$ cat src/rtl/core_ctrl_pkg.sv
// Shared encodings for the multicycle RV32I control path: ALU ops, flag
// indices, opcodes, mux selects and the control FSM state set.
package core_ctrl_pkg;

  typedef enum logic [3:0] {
    ALU_AND  = 4'd0,
    ALU_OR   = 4'd1,
    ALU_XOR  = 4'd2,
    ALU_ADD  = 4'd3,
    ALU_SUB  = 4'd4,
    ALU_SLT  = 4'd5,
    ALU_SLTU = 4'd6,
    ALU_SLL  = 4'd7,
    ALU_SRL  = 4'd8,
    ALU_SRA  = 4'd9,
    ALU_LUI  = 4'd10
  } alu_op_e;

  localparam int FLAG_ZERO = 4;
  localparam int FLAG_LTS  = 3;
  localparam int FLAG_LTU  = 2;
  localparam int FLAG_SIGN = 1;
  localparam int FLAG_OVF  = 0;

  localparam logic [6:0] OP_LOAD   = 7'b0000011;
  localparam logic [6:0] OP_STORE  = 7'b0100011;
  localparam logic [6:0] OP_R      = 7'b0110011;
  localparam logic [6:0] OP_I      = 7'b0010011;
  localparam logic [6:0] OP_BRANCH = 7'b1100011;
  localparam logic [6:0] OP_JAL    = 7'b1101111;
  localparam logic [6:0] OP_JALR   = 7'b1100111;
  localparam logic [6:0] OP_LUI    = 7'b0110111;
  localparam logic [6:0] OP_AUIPC  = 7'b0010111;

  localparam logic [2:0] IMM_I = 3'b000;
  localparam logic [2:0] IMM_S = 3'b001;
  localparam logic [2:0] IMM_B = 3'b010;
  localparam logic [2:0] IMM_J = 3'b011;
  localparam logic [2:0] IMM_U = 3'b100;

  localparam logic [1:0] RES_ALUOUT = 2'b00;
  localparam logic [1:0] RES_RDATA  = 2'b01;
  localparam logic [1:0] RES_ALU    = 2'b10;

  localparam logic [1:0] SRCA_PC    = 2'b00;
  localparam logic [1:0] SRCA_OLDPC = 2'b01;
  localparam logic [1:0] SRCA_RS1   = 2'b10;

  localparam logic [1:0] SRCB_RS2   = 2'b00;
  localparam logic [1:0] SRCB_IMM   = 2'b01;
  localparam logic [1:0] SRCB_FOUR  = 2'b10;

  typedef enum logic [3:0] {
    S_FETCH, S_DECODE, S_MEM_ADR, S_MEM_READ, S_MEM_WB, S_MEM_WRITE,
    S_EXECUTE_R, S_EXECUTE_I, S_ALU_WB, S_BRANCH, S_JALR, S_JAL,
    S_LUI, S_AUIPC, S_TRAP
  } state_e;

  // Branch condition from the SUB flags; funct3 010/011 are filtered out
  // by the FSM before this result is used.
  function automatic logic branch_taken(input logic [2:0] f3, input logic [4:0] fl);
    case (f3)
      3'b000:  return fl[FLAG_ZERO];
      3'b001:  return !fl[FLAG_ZERO];
      3'b100:  return fl[FLAG_LTS];
      3'b101:  return !fl[FLAG_LTS];
      3'b110:  return fl[FLAG_LTU];
      3'b111:  return !fl[FLAG_LTU];
      default: return 1'b0;
    endcase
  endfunction

endpackage

$ cat src/rtl/multicycle_control_unit_if.sv
// Shared memory port handshake between the control unit and memory.
interface multicycle_control_unit_if;
  logic mem_read;
  logic mem_write;
  logic mem_ready;

  modport master (output mem_read, output mem_write, input mem_ready);
  modport slave  (input mem_read, input mem_write, output mem_ready);
endinterface

$ cat src/rtl/multicycle_control_unit_alu_decoder.sv
// ALU operation select from instruction fields and current FSM state.
module alu_decoder
  import core_ctrl_pkg::*;
(
  input  logic [6:0] i_opcode,
  input  logic [2:0] i_funct3,
  input  logic       i_funct7b5,
  input  state_e     i_state,
  output logic [3:0] o_alu_control
);

  always_comb begin
    o_alu_control = ALU_ADD;
    case (i_state)
      S_EXECUTE_R, S_EXECUTE_I: begin
        case (i_funct3)
          // funct7[5] on addi is immediate bits, so SUB is R-type only
          3'b000: o_alu_control = (i_opcode == OP_R && i_funct7b5) ? ALU_SUB : ALU_ADD;
          3'b001: o_alu_control = ALU_SLL;
          3'b010: o_alu_control = ALU_SLT;
          3'b011: o_alu_control = ALU_SLTU;
          3'b100: o_alu_control = ALU_XOR;
          3'b101: o_alu_control = i_funct7b5 ? ALU_SRA : ALU_SRL;
          3'b110: o_alu_control = ALU_OR;
          default: o_alu_control = ALU_AND;
        endcase
      end
      S_BRANCH: o_alu_control = ALU_SUB;
      S_LUI:    o_alu_control = ALU_LUI;
      default:  o_alu_control = ALU_ADD;
    endcase
  end

endmodule

$ cat src/rtl/multicycle_control_unit.sv
// Main control FSM of the multicycle RV32I core: sequences fetch, decode,
// execute, memory and writeback over one shared memory port.
module multicycle_control_unit
  import core_ctrl_pkg::*;
#(
  parameter int XLEN    = 32,
  parameter int STATE_W = 4
) (
  input  logic                        clk,
  input  logic                        rst_n,
  input  logic [31:0]                 instr,
  input  logic [4:0]                  alu_zero_flags,
  multicycle_control_unit_if.master   mem,
  output logic                        adr_src,
  output logic                        ir_write,
  output logic                        pc_write,
  output logic                        reg_write,
  output logic [1:0]                  result_src,
  output logic [1:0]                  alu_src_a,
  output logic [1:0]                  alu_src_b,
  output logic [2:0]                  imm_src,
  output logic [3:0]                  alu_control,
  output logic                        instr_retired,
  output logic                        illegal_instr
);

  if (XLEN != 32 || STATE_W != $bits(state_e)) begin : g_bad_param
    $error("multicycle_control_unit: only XLEN=32, STATE_W=4 supported");
  end

  state_e     r_state, w_next;
  logic       w_mem_read, w_mem_write, w_adr_src, w_ir_write, w_pc_write;
  logic       w_reg_write, w_retired, w_illegal;
  logic [1:0] w_result_src, w_src_a, w_src_b;
  logic [2:0] w_imm_src;
  logic [3:0] w_alu_control;
  logic [6:0] w_opcode;
  logic [2:0] w_funct3;
  logic       w_unused_ok;

  assign w_opcode    = instr[6:0];
  assign w_funct3    = instr[14:12];
  assign w_unused_ok = ^{instr[31], instr[29:15], instr[11:7],
                         alu_zero_flags[FLAG_SIGN], alu_zero_flags[FLAG_OVF]};

  always_ff @(posedge clk or negedge rst_n) begin
    if (!rst_n) r_state <= S_FETCH;
    else        r_state <= w_next;
  end

  always_comb begin
    w_next       = r_state;
    w_mem_read   = 1'b0;
    w_mem_write  = 1'b0;
    w_adr_src    = 1'b0;
    w_ir_write   = 1'b0;
    w_pc_write   = 1'b0;
    w_reg_write  = 1'b0;
    w_illegal    = 1'b0;
    w_result_src = RES_ALUOUT;
    w_src_a      = SRCA_PC;
    w_src_b      = SRCB_RS2;
    w_imm_src    = IMM_I;
    case (r_state)
      S_FETCH: begin
        w_mem_read = 1'b1;
        if (mem.mem_ready) begin
          w_ir_write   = 1'b1;
          w_src_a      = SRCA_PC;
          w_src_b      = SRCB_FOUR;
          w_result_src = RES_ALU;
          w_pc_write   = 1'b1;
          w_next       = S_DECODE;
        end
      end
      S_DECODE: begin
        // ALUOut catches the branch (or JAL) target for later states
        w_src_a   = SRCA_OLDPC;
        w_src_b   = SRCB_IMM;
        w_imm_src = (w_opcode == OP_JAL) ? IMM_J : IMM_B;
        case (w_opcode)
          OP_LOAD, OP_STORE: w_next = S_MEM_ADR;
          OP_R:              w_next = S_EXECUTE_R;
          OP_I:              w_next = S_EXECUTE_I;
          OP_BRANCH:         w_next = S_BRANCH;
          OP_JAL:            w_next = S_JAL;
          OP_JALR:           w_next = S_JALR;
          OP_LUI:            w_next = S_LUI;
          OP_AUIPC:          w_next = S_AUIPC;
          default:           w_next = S_TRAP;
        endcase
      end
      S_MEM_ADR: begin
        w_src_a   = SRCA_RS1;
        w_src_b   = SRCB_IMM;
        w_imm_src = (w_opcode == OP_STORE) ? IMM_S : IMM_I;
        w_next    = (w_opcode == OP_STORE) ? S_MEM_WRITE : S_MEM_READ;
      end
      S_MEM_READ: begin
        w_mem_read = 1'b1;
        w_adr_src  = 1'b1;
        if (mem.mem_ready) w_next = S_MEM_WB;
      end
      S_MEM_WB: begin
        w_result_src = RES_RDATA;
        w_reg_write  = 1'b1;
        w_next       = S_FETCH;
      end
      S_MEM_WRITE: begin
        w_mem_write = 1'b1;
        w_adr_src   = 1'b1;
        if (mem.mem_ready) w_next = S_FETCH;
      end
      S_EXECUTE_R: begin
        w_src_a = SRCA_RS1;
        w_src_b = SRCB_RS2;
        w_next  = S_ALU_WB;
      end
      S_EXECUTE_I: begin
        w_src_a   = SRCA_RS1;
        w_src_b   = SRCB_IMM;
        w_imm_src = IMM_I;
        w_next    = S_ALU_WB;
      end
      S_ALU_WB: begin
        w_reg_write = 1'b1;
        w_next      = S_FETCH;
      end
      S_BRANCH: begin
        w_src_a = SRCA_RS1;
        w_src_b = SRCB_RS2;
        if (w_funct3[2:1] == 2'b01) begin
          w_next = S_TRAP;
        end else begin
          w_pc_write = branch_taken(w_funct3, alu_zero_flags);
          w_next     = S_FETCH;
        end
      end
      S_JALR: begin
        w_src_a   = SRCA_RS1;
        w_src_b   = SRCB_IMM;
        w_imm_src = IMM_I;
        w_next    = S_JAL;
      end
      S_JAL: begin
        // PC takes the target held in ALUOut while the ALU forms OldPC + 4
        w_src_a    = SRCA_OLDPC;
        w_src_b    = SRCB_FOUR;
        w_pc_write = 1'b1;
        w_imm_src  = IMM_J;
        w_next     = S_ALU_WB;
      end
      S_LUI: begin
        w_src_b   = SRCB_IMM;
        w_imm_src = IMM_U;
        w_next    = S_ALU_WB;
      end
      S_AUIPC: begin
        w_src_a   = SRCA_OLDPC;
        w_src_b   = SRCB_IMM;
        w_imm_src = IMM_U;
        w_next    = S_ALU_WB;
      end
      S_TRAP: begin
        w_illegal = 1'b1;
      end
      default: w_next = S_FETCH;
    endcase
    w_retired = (r_state != S_FETCH) && (w_next == S_FETCH);
  end

  alu_decoder u_alu_dec (
    .i_opcode      (w_opcode),
    .i_funct3      (w_funct3),
    .i_funct7b5    (instr[30]),
    .i_state       (r_state),
    .o_alu_control (w_alu_control)
  );

  // Reset gates every output combinationally so strobes drop at once
  assign mem.mem_read  = rst_n & w_mem_read;
  assign mem.mem_write = rst_n & w_mem_write;
  assign adr_src       = rst_n & w_adr_src;
  assign ir_write      = rst_n & w_ir_write;
  assign pc_write      = rst_n & w_pc_write;
  assign reg_write     = rst_n & w_reg_write;
  assign instr_retired = rst_n & w_retired;
  assign illegal_instr = rst_n & w_illegal;
  assign result_src    = rst_n ? w_result_src  : 2'b00;
  assign alu_src_a     = rst_n ? w_src_a       : 2'b00;
  assign alu_src_b     = rst_n ? w_src_b       : 2'b00;
  assign imm_src       = rst_n ? w_imm_src     : 3'b000;
  assign alu_control   = rst_n ? w_alu_control : 4'd0;

endmodule

$ cat src/flat_wrapper.sv
// flat-port wrapper written by rule: the top's interface ports become plain ports
module multicycle_control_unit_flat import core_ctrl_pkg::*;
#(
  parameter int XLEN    = 32,
  parameter int STATE_W = 4
)
  (clk, rst_n, instr, alu_zero_flags, adr_src, ir_write, pc_write, reg_write, result_src, alu_src_a, alu_src_b, imm_src, alu_control, instr_retired, illegal_instr, mem_mem_read, mem_mem_write, mem_mem_ready);
  multicycle_control_unit_if mem_i ();
  input  logic clk;
  input  logic rst_n;
  input  logic [31:0] instr;
  input  logic [4:0] alu_zero_flags;
  output logic adr_src;
  output logic ir_write;
  output logic pc_write;
  output logic reg_write;
  output logic [1:0] result_src;
  output logic [1:0] alu_src_a;
  output logic [1:0] alu_src_b;
  output logic [2:0] imm_src;
  output logic [3:0] alu_control;
  output logic instr_retired;
  output logic illegal_instr;
  output wire logic [$bits(mem_i.mem_read)-1:0] mem_mem_read;
  output wire logic [$bits(mem_i.mem_write)-1:0] mem_mem_write;
  input wire logic [$bits(mem_i.mem_ready)-1:0] mem_mem_ready;
  assign mem_mem_read = mem_i.mem_read;
  assign mem_mem_write = mem_i.mem_write;
  assign mem_i.mem_ready = mem_mem_ready;
  multicycle_control_unit #(.XLEN(XLEN), .STATE_W(STATE_W)) u_core (.clk(clk), .rst_n(rst_n), .instr(instr), .alu_zero_flags(alu_zero_flags), .mem(mem_i), .adr_src(adr_src), .ir_write(ir_write), .pc_write(pc_write), .reg_write(reg_write), .result_src(result_src), .alu_src_a(alu_src_a), .alu_src_b(alu_src_b), .imm_src(imm_src), .alu_control(alu_control), .instr_retired(instr_retired), .illegal_instr(illegal_instr));
endmodule
$ cat config.mk
export PLATFORM = sky130hd
export DESIGN_NAME = multicycle_control_unit_flat
export DESIGN_NICKNAME = d
export VERILOG_FILES = /design/src/rtl/core_ctrl_pkg.sv /design/src/rtl/multicycle_control_unit_if.sv /design/src/rtl/multicycle_control_unit_alu_decoder.sv /design/src/rtl/multicycle_control_unit.sv /design/src/flat_wrapper.sv
export SDC_FILE = /design/constraint.sdc
export NUM_CORES = 1
export LEC_CHECK = 0
export ABC_AREA = 0
export CORE_ASPECT_RATIO = 1.2
export CORE_MARGIN = 3
export CORE_UTILIZATION = 32
export CTS_BUF_LIST = sky130_fd_sc_hd__clkbuf_4
export DETAILED_ROUTE_END_ITERATION = 12
export PLACE_DENSITY = 0.89
export SLEW_MARGIN = 25
export SYNTH_ARGS = -nofsm -noshare
export SYNTH_HDL_FRONTEND = slang
export SYNTH_SLANG_ARGS = --single-unit
$ cat constraint.sdc
create_clock -name clk -period 1.5 [get_ports clk]
set_clock_uncertainty 0.15 [all_clocks]
set_input_delay 0.15 -clock clk [delete_from_list [all_inputs] [get_ports clk]]
set_output_delay 0.15 -clock clk [all_outputs]
set_load 0.01 [all_outputs]
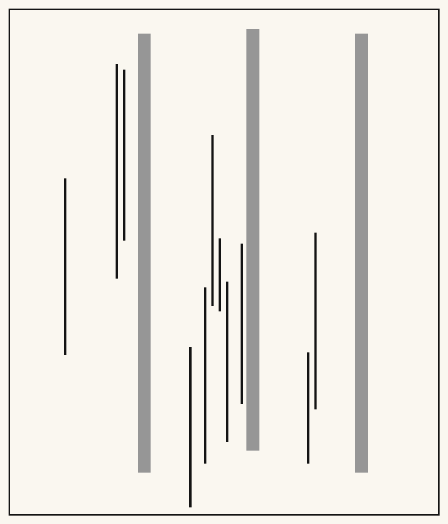
(run_1/met4.png)
Scale: 8 px per um. Supply wires on this layer in grey.
main direction = vertical
nets with wire on the layer = 11
wire length on this layer = 216 um
final WL: 4.88 mm
via count: 1471

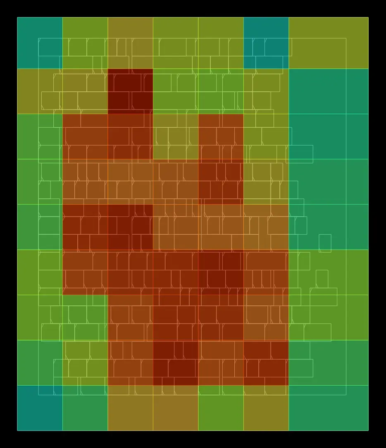
(run_1/final_congestion.png)
Most Crowded Layer GR: met2
final core utilization: 0.784
Wirelength per Cell: 18.8 um
Global Route Usage Sum: 0.269

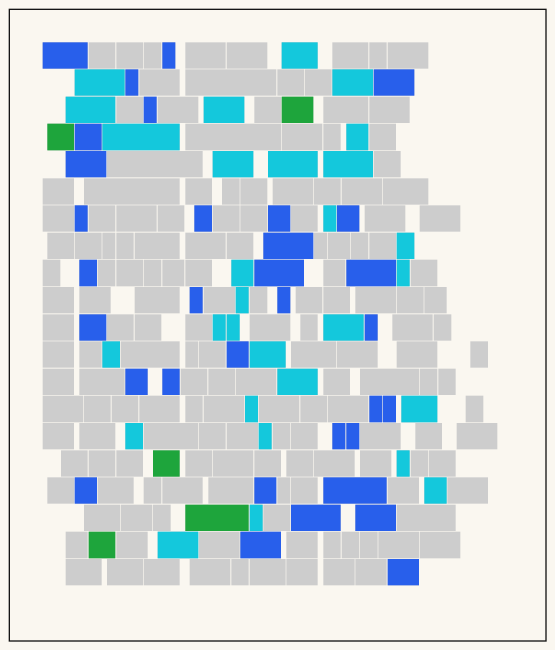
(run_1/gate_families.png)
Scale: 10 px per um.
AND-OR and OR-AND gates -> green  # cells 5, most used o21a_1
NAND gates -> blue  # cells 33, most used nand2_1
NOR gates -> cyan  # cells 29, most used nor2_1
Top cell excl fill/tap: buf_4
non-filler instance count after layout: 259
multi-input combinational area share: 0.485

==> summary.txt, run 1 <==
impl run done, here's what came out: ant diodes=0, non-clock buffer count=100, Area leader share=0.115, FF/Latch Area=104 um2, cell area after placement=1600 um2, logic area=971 um2, measured slew at the worst slew-check pin=0.337 ns, chip area=3370 um2, setup tns final=-7.71 ns, grt ovf=0, sequential share of cell area=0.0519, reg-to-reg critical path endpoint=u_core.r_state[2]$_DFF_PN0_, CP max stage cell=dfrtp_2, TritonCTS clock tree=built, clk latency late pin=0.24 ns, crit-path cells=nor2b_4 -> a22o_1 -> a22oi_2 -> nand4_2 -> nor4_4 -> buf_2, power per cell area=1630 nW/um2, Max-area cell class=logic gates, first-pass GRT wire length=6.88 mm, final worst setup slack=-0.653 ns, Die Wd=53.5 um, Dominant comb cell=simple AND/OR/NAND/NOR gates, Slew Limit Fails=0, YS chip area=867 um2, top cells by count, synth=nand2_1 (18), nor2_1 (16), o21ai_0 (10), ClkCell Share=0.0113, FILL cells=155, Post-DRT Antenna Nets=0, synth-to-layout area growth=131%, Synth area leader=dfrtp_1, mi-comb count=115, vias per cell=5.68, IO buf count=37, aoi share=0.268, flop count=4, RSZ-0062 raised after global routing=yes, vias in the first global route=1466, Log Warnings=52, cell family with most CP delay=simple AND/OR/NAND/NOR gates, YS warnings=0, Setup WS pre-CTS=-0.910 ns, Mux area share=0.0245, critical path data required time=1.20 ns, CP peak stage delay=0.49 ns, dpl cells=240, share of cells above drive strength 1=0.624, Worst R2R Path Depth=4, CP Launch Point=u_core.r_state[1]$_DFF_PN0_, Residual DRC=0, Synthesized registers=4, cell count along the critical path=6, number of CTS-inserted buffers=3, Max FO, Critical Path=8, Buffers & Inverters on Critical Path=1, drt first pass iters=4, setup violators final=23, Pint=0.00170 W, Largest Register=u_core.r_state, cts-stage hold buffer count=0, Synth Seq Share=0.115, Post-CTS Setup Inserts=11, Final Power=0.00326 W, Logic inverters=4, die height=63.0 um, clock sink count=4, core area=2550 um2, syn_nets=172, status=finished, violations left, fp util=0.340, yosys adder share=0, Worst VDD drop=1.20 mV, critical path class=register to primary output, most frequent cells in the layout=buf_4 (42), buf_6 (27), buf_2 (15), nand2_1 (11), nor2_1 (9), Avg Inst Size Synth=6.57 um2, Hold Worst Slack=0.143 ns, Crit path arrival time=1.85 ns, tap cells=33, buffer share of cell area=0.423, slew margin rel.=0.774, XOR Share, Synth=0.0404, leakage=0.926 nW, Synth top cell by count=nand2_1, htree depth=1, failing checks=setup timing, yosys cell count=132, worst setup path endpoint=instr_retired, CP startpoint kind=register, reg-to-reg slack, setup=-0.10 ns, Clock Tree Root=clkbuf_4, FMAX=0.464 GHz, Final GP Congestion=0.824, hpwl dp=2.53 mm, largest registers=u_core.r_state x4, CTS max path bufs=2, Top cells by area=dfrtp_1 (12%), nand2_1 (7.8%), nor2_1 (6.9%), max reg flops=4, largest net degree at the start of global routing=11, Final Instance Area=2000 um2, Final min period=2.15 ns, # clk buffers=3, num rows=20, R2R Path Start=u_core.r_state[1]$_DFF_PN0_, endpoints failing hold=0, Resize count post-CTS=149, NetSw=0.00156 W, CTS clk-pin slew, worst paths=0.04 ns, post-synthesis cell area=867 um2, Iter 0 DRT Violations=57, I/O pins=61, simple share=0.463, Dominant flop cell=dfrtp_1, cells after synthesis=132, Critical Path Sink Type=primary output, Sw Ratio=0.479, nets=268, flip-flops with a built-in enable=0, Unique cell types=42, sequential power share=0.084, asr flop ratio synth=1.00, worst hold path type=input pin to asynchronous set/reset pin, combinational share of power=0.873, initial antenna violation count=0, Max-Cap Viols=0, Clock power frac=0.043, final period utilization=1.44
run 1: power by group through the flow:
stage | Sequential (W) | Combinational, W | Clock (W)
6_report | 0.000272 | 0.00285 | 0.000141
5_1_grt | 0.000280 | 0.00297 | 0.000143
4_1_cts | 0.000246 | 0.00234 | 0.000134
3_5_place_dp | 0.000231 | 0.00192 | 0
3_3_place_gp | 0.000233 | 0.00188 | 0
2_1_floorplan | 0.000202 | 0.00107 | 0
run 1: metal layers:
metal / vias up / GRT usage / share of wire / routed length [um]
li1: 667 / - / - / -
met1: 708 / 0.304 / 0.38 / 1840
met2: 74 / 0.475 / 0.53 / 2570
met3: 22 / 0.0549 / 0.053 / 259
met4: 0 / 0.0927 / 0.044 / 215
met5: - / 0 / 0 / 0
--- run 2 (diff from run 1) ---
Settings changed: CORE_UTILIZATION 32 to 30, PLACE_DENSITY 0.89 to 0.84.
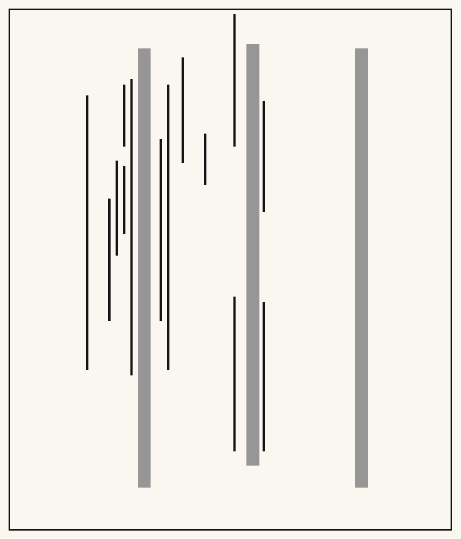
(run_2/met4.png)
Scale: 8 px per um. Supply wires on this layer in grey.
nets with wire on the layer = 14
share of all routed wire = 5.0%
via count: 1552
final WL: 5.10 mm

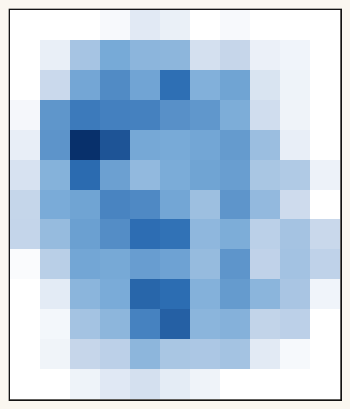
(run_2/wire_density.png)
Scale: 6 px per um. 11 x 13 tiles, from white (low) to dark blue (high), scaled to the fullest tile. Values are wire area over tile area, all layers added.
fullest tile = 0.72
mean over tiles = 0.23
densest ninth of the die = centre
emptiest ninth of the die = upper right
tiles over half the peak = 29%
nearly empty tiles = 18%
Wirelength per Cell: 18.8 um
Global Route Usage Sum: 0.266

==> summary.txt, run 2 <==
impl run done, here's what came out: # clk buffers=3, Crit path arrival time=1.92 ns, Hold Worst Slack=0.130 ns, FMAX=0.450 GHz, buffer share of cell area=0.450, Clock power frac=0.040, sequential share of cell area=0.0480, I/O pins=61, htree depth=1, Dominant flop cell=dfrtp_1, Most Crowded Layer GR=met2, YS warnings=0, FF/Latch Area=103 um2, non-filler instance count after layout=271, clock sink count=4, reg-to-reg slack, setup=-0.30 ns, failing checks=setup timing, clk latency late pin=0.25 ns, Final GP Congestion=0.917, synth-to-layout area growth=146%, measured slew at the worst slew-check pin=0.409 ns, number of CTS-inserted buffers=3, YS chip area=867 um2, max reg flops=4, Dominant comb cell=simple AND/OR/NAND/NOR gates, largest registers=u_core.r_state x4, Synth Seq Share=0.115, flip-flops with a built-in enable=0, DR WL met3=259 um, Area leader share=0.115, most frequent cells in the layout=buf_4 (48), buf_6 (33), buf_2 (15), nand2_1 (11), clkdlybuf4s50_1 (9), Buffers & Inverters on Critical Path=5, flop count=4, clock-net power=0.000145 W, Pint=0.00195 W, power per cell area=1690 nW/um2, Top cells by area=dfrtp_1 (12%), nand2_1 (7.8%), nor2_1 (6.9%), Synth top cell by count=nand2_1, simple share=0.463, Final Instance Area=2140 um2, Worst VDD drop=1.10 mV, Final min period=2.22 ns, drt first pass iters=4, mi-comb count=115, cts-stage hold buffer count=0, final period utilization=1.48, CP max stage cell=dfrtp_2, Log Warnings=52, multi-input combinational area share=0.465, initial antenna violation count=0, core area=2650 um2, Slew Limit Fails=0, Die Wd=55.1 um, Residual DRC=0, yosys cell count=132, Synthesized registers=4, Unique cell types=42, chip area=3570 um2, logic area=993 um2, XOR Share, Synth=0.0404, Max FO, Critical Path=5, RSZ-0062 raised after global routing=yes, TritonCTS clock tree=built, CTS max path bufs=2, CP startpoint kind=register, Comb power=0.00321 W, non-clock buffer count=112, hpwl dp=2.65 mm, Max-area cell class=logic gates, ant diodes=0, final core utilization=0.806, syn_nets=172, aoi share=0.268, critical path class=register to primary output, ClkCell Share=0.0105, final worst setup slack=-0.720 ns, dpl cells=241, combinational share of power=0.889, post-synthesis cell area=867 um2, grt ovf=0, IO buf count=37, asr flop ratio synth=1.00, nets=280, first-pass GRT wire length=7.08 mm, sequential power share=0.071, Top cell excl fill/tap=buf_4, yosys adder share=0, num rows=20, Setup WS pre-CTS=-0.965 ns, share of cells above drive strength 1=0.655, endpoints failing hold=0, DR top layer=met4, P_seq=0.000256 W, Logic inverters=4, NetSw=0.00166 W, Resize count post-CTS=150, Iter 0 DRT Violations=113, Largest Register=u_core.r_state, critical path data required time=1.20 ns, setup tns final=-10.58 ns, Sw Ratio=0.460, Synth area leader=dfrtp_1, met1 usage=0.295, FILL cells=155, met2 wire len=2.66 mm, cells after synthesis=132, CP peak stage delay=0.45 ns, fp util=0.327, vias per cell=5.73, cell family with most CP delay=buffers and inverters, die height=64.9 um, Avg Inst Size Synth=6.57 um2, leakage=0.995 nW, GR met2 Demand/Resource=0.484, cell area after placement=1610 um2, Mux area share=0.0245, Final Power=0.00361 W, worst hold path type=input pin to asynchronous set/reset pin, setup violators final=25, top cells by count, synth=nand2_1 (18), nor2_1 (16), o21ai_0 (10), Clock Tree Root=clkbuf_4, status=finished, violations left, crit-path cells=buf_4 -> buf_6 -> buf_6 -> nor2_4 -> buf_6 -> nand2_1 -> a21oi_1 -> nor2_1 -> o21a_1 -> buf_2, vias in the first global route=1536
-- run 2: cell counts after synthesis --
Identical to the previous run, type by type.
-- run 2: final timing paths --
check | start | end | cells past startpoint
max | u_core.r_state[1]$_DFF_PN0_ | alu_control[0] | 10
min | rst_n | u_core.r_state[0]$_DFF_PN0_ | 2
max reg2reg | u_core.r_state[1]$_DFF_PN0_ | u_core.r_state[1]$_DFF_PN0_ | 8
min reg2reg | u_core.r_state[2]$_DFF_PN0_ | u_core.r_state[2]$_DFF_PN0_ | 3
max in group asynchronous | rst_n | u_core.r_state[2]$_DFF_PN0_ | 3
min in group clk | instr[4] | u_core.r_state[2]$_DFF_PN0_ | 3
-- run 2: logic make-up after synthesis --
kind of cell,after synthesis
buf+inv,13
flops,4
xor+xnor,4
mux,2
simple gates,73
compound gates,36
Power is estimated from default activity; no workload was simulated.
